[config.mk]
export PLATFORM = sky130hd
export DESIGN_NAME = sonar_distance_filter
export DESIGN_NICKNAME = d
export VERILOG_FILES = /design/src/rtl/sonar_pkg.sv /design/src/rtl/sonar_distance_filter_median3.sv /design/src/rtl/sonar_distance_filter.sv
export SDC_FILE = /design/constraint.sdc
export NUM_CORES = 1
export LEC_CHECK = 0
export CELL_PAD_IN_SITES_DETAIL_PLACEMENT = 0
export CELL_PAD_IN_SITES_GLOBAL_PLACEMENT = 1
export CORE_UTILIZATION = 42
export CTS_CLUSTER_DIAMETER = 200
export DETAILED_ROUTE_END_ITERATION = 12
export PLACE_DENSITY_LB_ADDON = 0.3
export RECOVER_POWER = 50
export SLEW_MARGIN = 20
export SYNTH_ARGS = -nofsm -noshare
export SYNTH_HDL_FRONTEND = slang
export SYNTH_SLANG_ARGS = --single-unit
[constraint.sdc]
create_clock -name clk -period 5.05 [get_ports clk]
set_input_delay 1.01 -clock clk [delete_from_list [all_inputs] [get_ports clk]]
set_output_delay 1.01 -clock clk [all_outputs]
set_load 0.1 [all_outputs]
[src/rtl/sonar_pkg.sv]
// sonar_pkg: shared types and constants for the sonar distance filter.
//   ECHO_W     - width of a raw echo count from the sonar controller
//   DIST_W     - width of a filtered distance in millimetres
//   NO_ECHO    - substitute stored for a zero (no echo) count
//   DIST_RESET - distance reported before any update (far)
//   state_t    - filter FSM states; the MEDIAN state exists only when
//                SONAR_MEDIAN_EN is defined.
package sonar_pkg;

  localparam int ECHO_W = 20;
  localparam int DIST_W = 12;

  localparam logic [ECHO_W-1:0] NO_ECHO    = 20'hFFFFF;
  localparam logic [DIST_W-1:0] DIST_RESET = 12'd4095;

`ifdef SONAR_MEDIAN_EN
  typedef enum logic [1:0] {S_IDLE, S_MEDIAN, S_SCALE, S_COMPARE} state_t;
`else
  typedef enum logic [1:0] {S_IDLE, S_SCALE, S_COMPARE} state_t;
`endif

endpackage

[src/rtl/sonar_distance_filter_median3.sv]
// median3: combinational median of three unsigned echo counts.
// Compiled only when SONAR_MEDIAN_EN is defined (the only user).
//   a, b, c - echo counts (ECHO_W)
//   m       - median of a, b, c (ECHO_W)
`ifdef SONAR_MEDIAN_EN
module median3
  import sonar_pkg::*;
(
  input  logic [ECHO_W-1:0] a,
  input  logic [ECHO_W-1:0] b,
  input  logic [ECHO_W-1:0] c,
  output logic [ECHO_W-1:0] m
);

  logic [ECHO_W-1:0] lo_ab, hi_ab, lo_hc;

  always_comb begin
    lo_ab = (a < b) ? a : b;
    hi_ab = (a < b) ? b : a;
    lo_hc = (hi_ab < c) ? hi_ab : c;
    // median = max(min(a,b), min(max(a,b), c))
    m     = (lo_ab > lo_hc) ? lo_ab : lo_hc;
  end

endmodule
`endif

[src/rtl/sonar_distance_filter.sv]
// sonar_distance_filter: turns the three-sonar controller's echo counts into
// filtered millimetre distances plus per-sonar near-obstacle flags.
// Build option SONAR_MEDIAN_EN: when defined, each sonar keeps a 3-sample
// history that is median-filtered before scaling; when undefined the
// captured count is scaled directly.
// Ports:
//   clk, reset         - clock, asynchronous active-high reset
//   T1, T2, T3         - controller trigger lines; a rise marks a fresh R
//                        (T1 -> R3, T2 -> R1, T3 -> R2)
//   R1, R2, R3         - latched echo counts (ECHO_W)
//   dist1..dist3       - filtered distances in mm (DIST_W), reset 4095
//   near               - bit i-1 = sonar i obstacle flag with hysteresis
//   valid              - one-cycle strobe on each dist/near update
//   sel                - sonar index (1..3) updated with valid
module sonar_distance_filter
  import sonar_pkg::*;
#(
  parameter int unsigned SCALE_K     = 225,
  parameter int unsigned SCALE_SHIFT = 16,
  parameter int unsigned NEAR_MM     = 300,
  parameter int unsigned FAR_MM      = 350
) (
  input  logic              clk,
  input  logic              reset,
  input  logic              T1,
  input  logic              T2,
  input  logic              T3,
  input  logic [ECHO_W-1:0] R1,
  input  logic [ECHO_W-1:0] R2,
  input  logic [ECHO_W-1:0] R3,
  output logic [DIST_W-1:0] dist1,
  output logic [DIST_W-1:0] dist2,
  output logic [DIST_W-1:0] dist3,
  output logic [2:0]        near,
  output logic              valid,
  output logic [1:0]        sel
);

  localparam logic [DIST_W-1:0] NEAR_D = DIST_W'(NEAR_MM);
  localparam logic [DIST_W-1:0] FAR_D  = DIST_W'(FAR_MM);
  localparam int                PROD_W = ECHO_W + 32;

  // count * SCALE_K >> SCALE_SHIFT, saturated to the distance range
  function automatic logic [DIST_W-1:0] scale_mm(input logic [ECHO_W-1:0] e);
    logic [PROD_W-1:0] prod;
    logic [PROD_W-1:0] q;
    prod = PROD_W'(e) * PROD_W'(SCALE_K);
    q    = prod >> SCALE_SHIFT;
    if (q > PROD_W'({DIST_W{1'b1}}))
      return {DIST_W{1'b1}};
    return q[DIST_W-1:0];
  endfunction

  // set below NEAR_MM, clear at or above FAR_MM, hold in between
  function automatic logic hyst(input logic cur, input logic [DIST_W-1:0] d);
    if (d < NEAR_D)
      return 1'b1;
    if (d >= FAR_D)
      return 1'b0;
    return cur;
  endfunction

  logic [3:1]        t_now, t_q, rise, fresh, pending, grant_oh;
  logic [1:0]        grant, sel_p0;
  logic              cap;
  logic [ECHO_W-1:0] r_mux, sample;
  logic [ECHO_W-1:0] filt_p1;
  logic [DIST_W-1:0] dist_p2;
  state_t            state, state_nxt;

  assign t_now = {T3, T2, T1};
  assign rise  = t_now & ~t_q;
  // The controller latches R3/R1/R2 on the edges raising T1/T2/T3.
  assign fresh = {rise[1], rise[3], rise[2]};

  // Lowest pending index wins.
  always_comb begin
    grant    = 2'd0;
    grant_oh = 3'b000;
    r_mux    = R1;
    if (pending[1]) begin
      grant = 2'd1; grant_oh = 3'b001; r_mux = R1;
    end else if (pending[2]) begin
      grant = 2'd2; grant_oh = 3'b010; r_mux = R2;
    end else if (pending[3]) begin
      grant = 2'd3; grant_oh = 3'b100; r_mux = R3;
    end
  end

  assign sample = (r_mux == '0) ? NO_ECHO : r_mux;

  always_comb begin
    state_nxt = state;
    cap       = 1'b0;
    case (state)
      S_IDLE: begin
        if (|pending) begin
          cap = 1'b1;
`ifdef SONAR_MEDIAN_EN
          state_nxt = S_MEDIAN;
`else
          state_nxt = S_SCALE;
`endif
        end
      end
`ifdef SONAR_MEDIAN_EN
      S_MEDIAN:  state_nxt = S_SCALE;
`endif
      S_SCALE:   state_nxt = S_COMPARE;
      S_COMPARE: state_nxt = S_IDLE;
      default:   state_nxt = S_IDLE;
    endcase
  end

  // p0: edge detect, pending mask, capture
  always_ff @(posedge clk or posedge reset) begin
    if (reset) begin
      state   <= S_IDLE;
      t_q     <= 3'b000;
      pending <= 3'b000;
      sel_p0  <= 2'd0;
    end else begin
      state   <= state_nxt;
      t_q     <= t_now;
      // a rise landing on the bit being served re-arms it (newer sample)
      pending <= (pending & ~(cap ? grant_oh : 3'b000)) | fresh;
      if (cap)
        sel_p0 <= grant;
    end
  end

`ifdef SONAR_MEDIAN_EN
  logic [2:0][ECHO_W-1:0] hist [1:3];
  logic [2:0][ECHO_W-1:0] hist_cur;
  logic [ECHO_W-1:0]      med;

  always_comb begin
    case (sel_p0)
      2'd2:    hist_cur = hist[2];
      2'd3:    hist_cur = hist[3];
      default: hist_cur = hist[1];
    endcase
  end

  median3 u_median3 (
    .a (hist_cur[0]),
    .b (hist_cur[1]),
    .c (hist_cur[2]),
    .m (med)
  );

  // p1: history shift on capture, median register
  always_ff @(posedge clk or posedge reset) begin
    if (reset) begin
      for (int i = 1; i <= 3; i++)
        hist[i] <= {3{NO_ECHO}};
      filt_p1 <= NO_ECHO;
    end else begin
      for (int i = 1; i <= 3; i++)
        if (cap && grant_oh[i])
          hist[i] <= {hist[i][1:0], sample};
      if (state == S_MEDIAN)
        filt_p1 <= med;
    end
  end
`else
  // p1: single-sample history
  always_ff @(posedge clk or posedge reset) begin
    if (reset)
      filt_p1 <= NO_ECHO;
    else if (cap)
      filt_p1 <= sample;
  end
`endif

  // p2: scale to millimetres
  always_ff @(posedge clk or posedge reset) begin
    if (reset)
      dist_p2 <= DIST_RESET;
    else if (state == S_SCALE)
      dist_p2 <= scale_mm(filt_p1);
  end

  // output stage: write served sonar, hysteresis, strobe
  always_ff @(posedge clk or posedge reset) begin
    if (reset) begin
      dist1 <= DIST_RESET;
      dist2 <= DIST_RESET;
      dist3 <= DIST_RESET;
      near  <= 3'b000;
      valid <= 1'b0;
      sel   <= 2'd0;
    end else begin
      valid <= (state == S_COMPARE);
      if (state == S_COMPARE) begin
        sel <= sel_p0;
        case (sel_p0)
          2'd1: begin dist1 <= dist_p2; near[0] <= hyst(near[0], dist_p2); end
          2'd2: begin dist2 <= dist_p2; near[1] <= hyst(near[1], dist_p2); end
          2'd3: begin dist3 <= dist_p2; near[2] <= hyst(near[2], dist_p2); end
          default: ;
        endcase
      end
    end
  end

endmodule

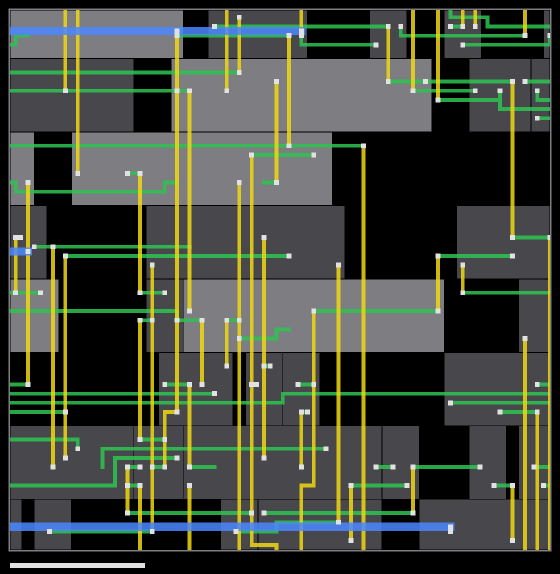
*Zoomed window, run 1*
Scale bar: 5 um. Region (52, 77) to (72, 97) um. Cells in gray, sequential cells in the stronger gray; small squares are vias.
legend:
  blue:
    layer: M3
  green:
    layer: M1
  yellow:
    layer: M2
netlist names of flops here include: filt_p1 (4)
cells with their middle in the window: 26
sequential cells in the window: 4
most frequent: inv_1 (8), fa_1 (4), dfstp_2 (4)

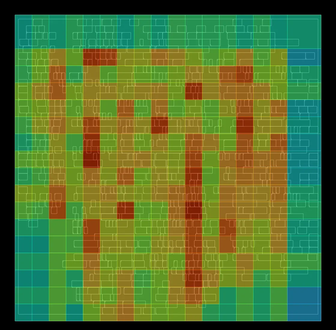
*Congestion heat map, run 1*
M2 GR Usage: 34.88%
met3 GRT Util: 3.571%
Most Crowded Layer GR: met2
Final Util: 53.46%
WL per Instance: 15.69 um

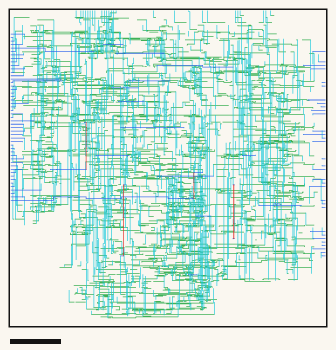
*Metal layers overlaid, run 1*
Scale bar: 20 um.
legend:
  cyan:
    layer: M2
    wire_length: 7260 um
  green:
    layer: M1
    wire_length: 6540 um
  red:
    layer: M4
    wire_length: 77.5 um
  blue:
    layer: M3
    wire_length: 609 um
DR vias: 4887
Detailed Route WL: 14.49 mm
Tot GR Track Use: 20.14%

==> flow_metrics.tcl, run 1 <==
# metrics dict for downstream scripts
set metrics [dict create \
    cp-start-kind "flop" \
    final-seq-area_um2 2187 \
    first_global_vias 4911 \
    endpoint "dist_p2[9]" \
    syn2layout_area_growth_pct 24.13 \
    dp.cells 906 \
    synthXorXnorAreaFrac_pct 1.819 \
    rsz0062_at_grt "false" \
    crit_buf_inv 2 \
    clk_share_pct 4.026 \
    comb_area_share_pct 47.92 \
    path_delay_family "adder cells" \
    finalCritPeriodShare_pct 88.10 \
    hold_depth 1 \
    synthDistinctLibCells 54 \
    cts_buffers 9 \
    num-fill-cells 1352 \
    violations "capacitance limit, slew limit" \
    first_iter_violations 209 \
    synth_seq_share_pct 34.94 \
    top_cell "nand2_1" \
    core-area_um2 14530 \
    final_max_slew_viol_count 87 \
    cts_tree "yes" \
    setup_violations 0 \
    fin_area_um2 7770 \
    crit_top_cell "ha_1" \
    synth-edff-count 0 \
    crit_cells 14 \
    mux_share_pct 4.657 \
    status "finished with violations" \
    r2r-end "dist_p2[9]" \
    synth_adder_area_share_pct 23.91 \
    setup.worst_path.start "filt_p1[2]" \
    flops 84 \
    maxCapViolCount 2 \
    finalHoldViolCount 0 \
    nClkBuffers 12 \
]
### Where the registers sit, run 1

Scale bar: 20 um.
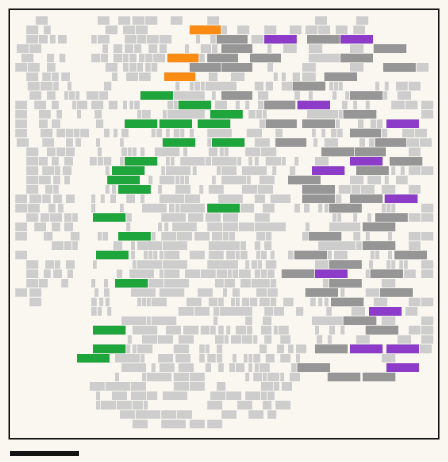

==> run 2: changes to the inputs <==
- CORE_MARGIN: not set -> 2
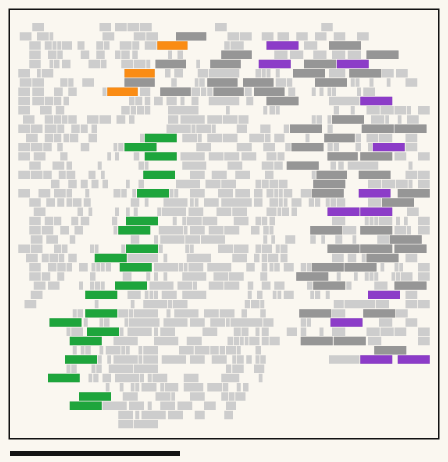
*Where the registers sit, run 2*
Scale bar: 50 um.
legend:
  purple:
    name_in_the_netlist: dist1
    placed_flops: 12
  orange:
    name_in_the_netlist: t_q
    placed_flops: 3
  green:
    name_in_the_netlist: filt_p1
    placed_flops: 20
not colored: 49
Reg area: 2187 um2
Final Util: 53.43%
Seq/total area: 28.16%

==> flow_metrics.tcl, run 2 <==
# metrics dict for downstream scripts
set metrics [dict create \
    core-area_um2 14530 \
    track_usage_pct 17.84 \
    nClkBuffers 11 \
    path_delay_family "adder cells" \
    synthDistinctLibCells 54 \
    grt-busiest-layer "met2" \
    setup.worst_path.start "filt_p1[2]" \
    wl_per_cell_um 15.03 \
    maxCapViolCount 2 \
    clk_share_pct 3.979 \
    final_max_slew_viol_count 56 \
    slowest_stage "dfstp_2" \
    rsz0062_at_grt "false" \
    setup_violations 0 \
    hold_depth 1 \
    mux_share_pct 4.657 \
    dp_hpwl_mm 11.24 \
    synth_seq_share_pct 34.94 \
    routed_wl_mm 13.86 \
    met2_usage_pct 30.99 \
    h-tree-depth 3 \
    top_cell "nand2_1" \
    comb_area_share_pct 47.98 \
    crit_top_cell "ha_1" \
    fin_area_um2 7766 \
    comb_cells 467 \
    cts_hold_buf 0 \
    cp-start-kind "flop" \
    synth_adder_area_share_pct 23.91 \
    crit_cells 14 \
    num_vias 4768 \
    synthXorXnorAreaFrac_pct 1.819 \
    syn2layout_area_growth_pct 24.07 \
    r2r-end "dist_p2[9]" \
    first_iter_violations 166 \
    violations "capacitance limit, slew limit" \
    endpoint "dist_p2[9]" \
    dp.cells 906 \
    largest_reg_flops 20 \
    cts_tree "yes" \
    status "finished with violations" \
    grtUsageMet3_pct 3.738 \
    synth-main-ff-cell "dfstp_2" \
    first_global_vias 4738 \
    cp.arrival_ns 4.78 \
]
==> run 3: changes to the inputs <==
- SYNTH_HIERARCHICAL: not set -> 1
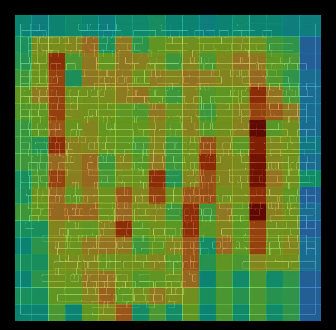
*Congestion heat map, run 3*
Tot GR Track Use: 17.84%
met1 usage: 22.23%

==> flow_metrics.tcl, run 3 <==
# metrics dict for downstream scripts
set metrics [dict create \
    setup.worst_path.start "filt_p1[2]" \
    first_global_vias 4738 \
    violations "capacitance limit, slew limit" \
    comb_cells 467 \
    grt-busiest-layer "met2" \
    crit_cells 14 \
    mux_share_pct 4.657 \
    synth-main-ff-cell "dfstp_2" \
    synth_seq_share_pct 34.94 \
    synth_adder_area_share_pct 23.91 \
    rsz0062_at_grt "false" \
    nClkBuffers 11 \
    area.share.sequential_pct 28.16 \
    final_max_slew_viol_count 56 \
    status "finished with violations" \
    cts_tree "yes" \
    top_cell "nand2_1" \
    synthXorXnorAreaFrac_pct 1.819 \
    routed_wl_mm 13.86 \
    clk_share_pct 3.979 \
    largest_reg_flops 20 \
    dp.cells 906 \
    cp.arrival_ns 4.78 \
    cts_hold_buf 0 \
    crit_top_cell "ha_1" \
    endpoint "dist_p2[9]" \
    dp_hpwl_mm 11.24 \
    num_vias 4768 \
    syn2layout_area_growth_pct 24.07 \
    comb_area_share_pct 47.98 \
    first_iter_violations 166 \
    r2r-end "dist_p2[9]" \
    maxCapViolCount 2 \
    grtUsageMet3_pct 3.738 \
    fin_area_um2 7766 \
]
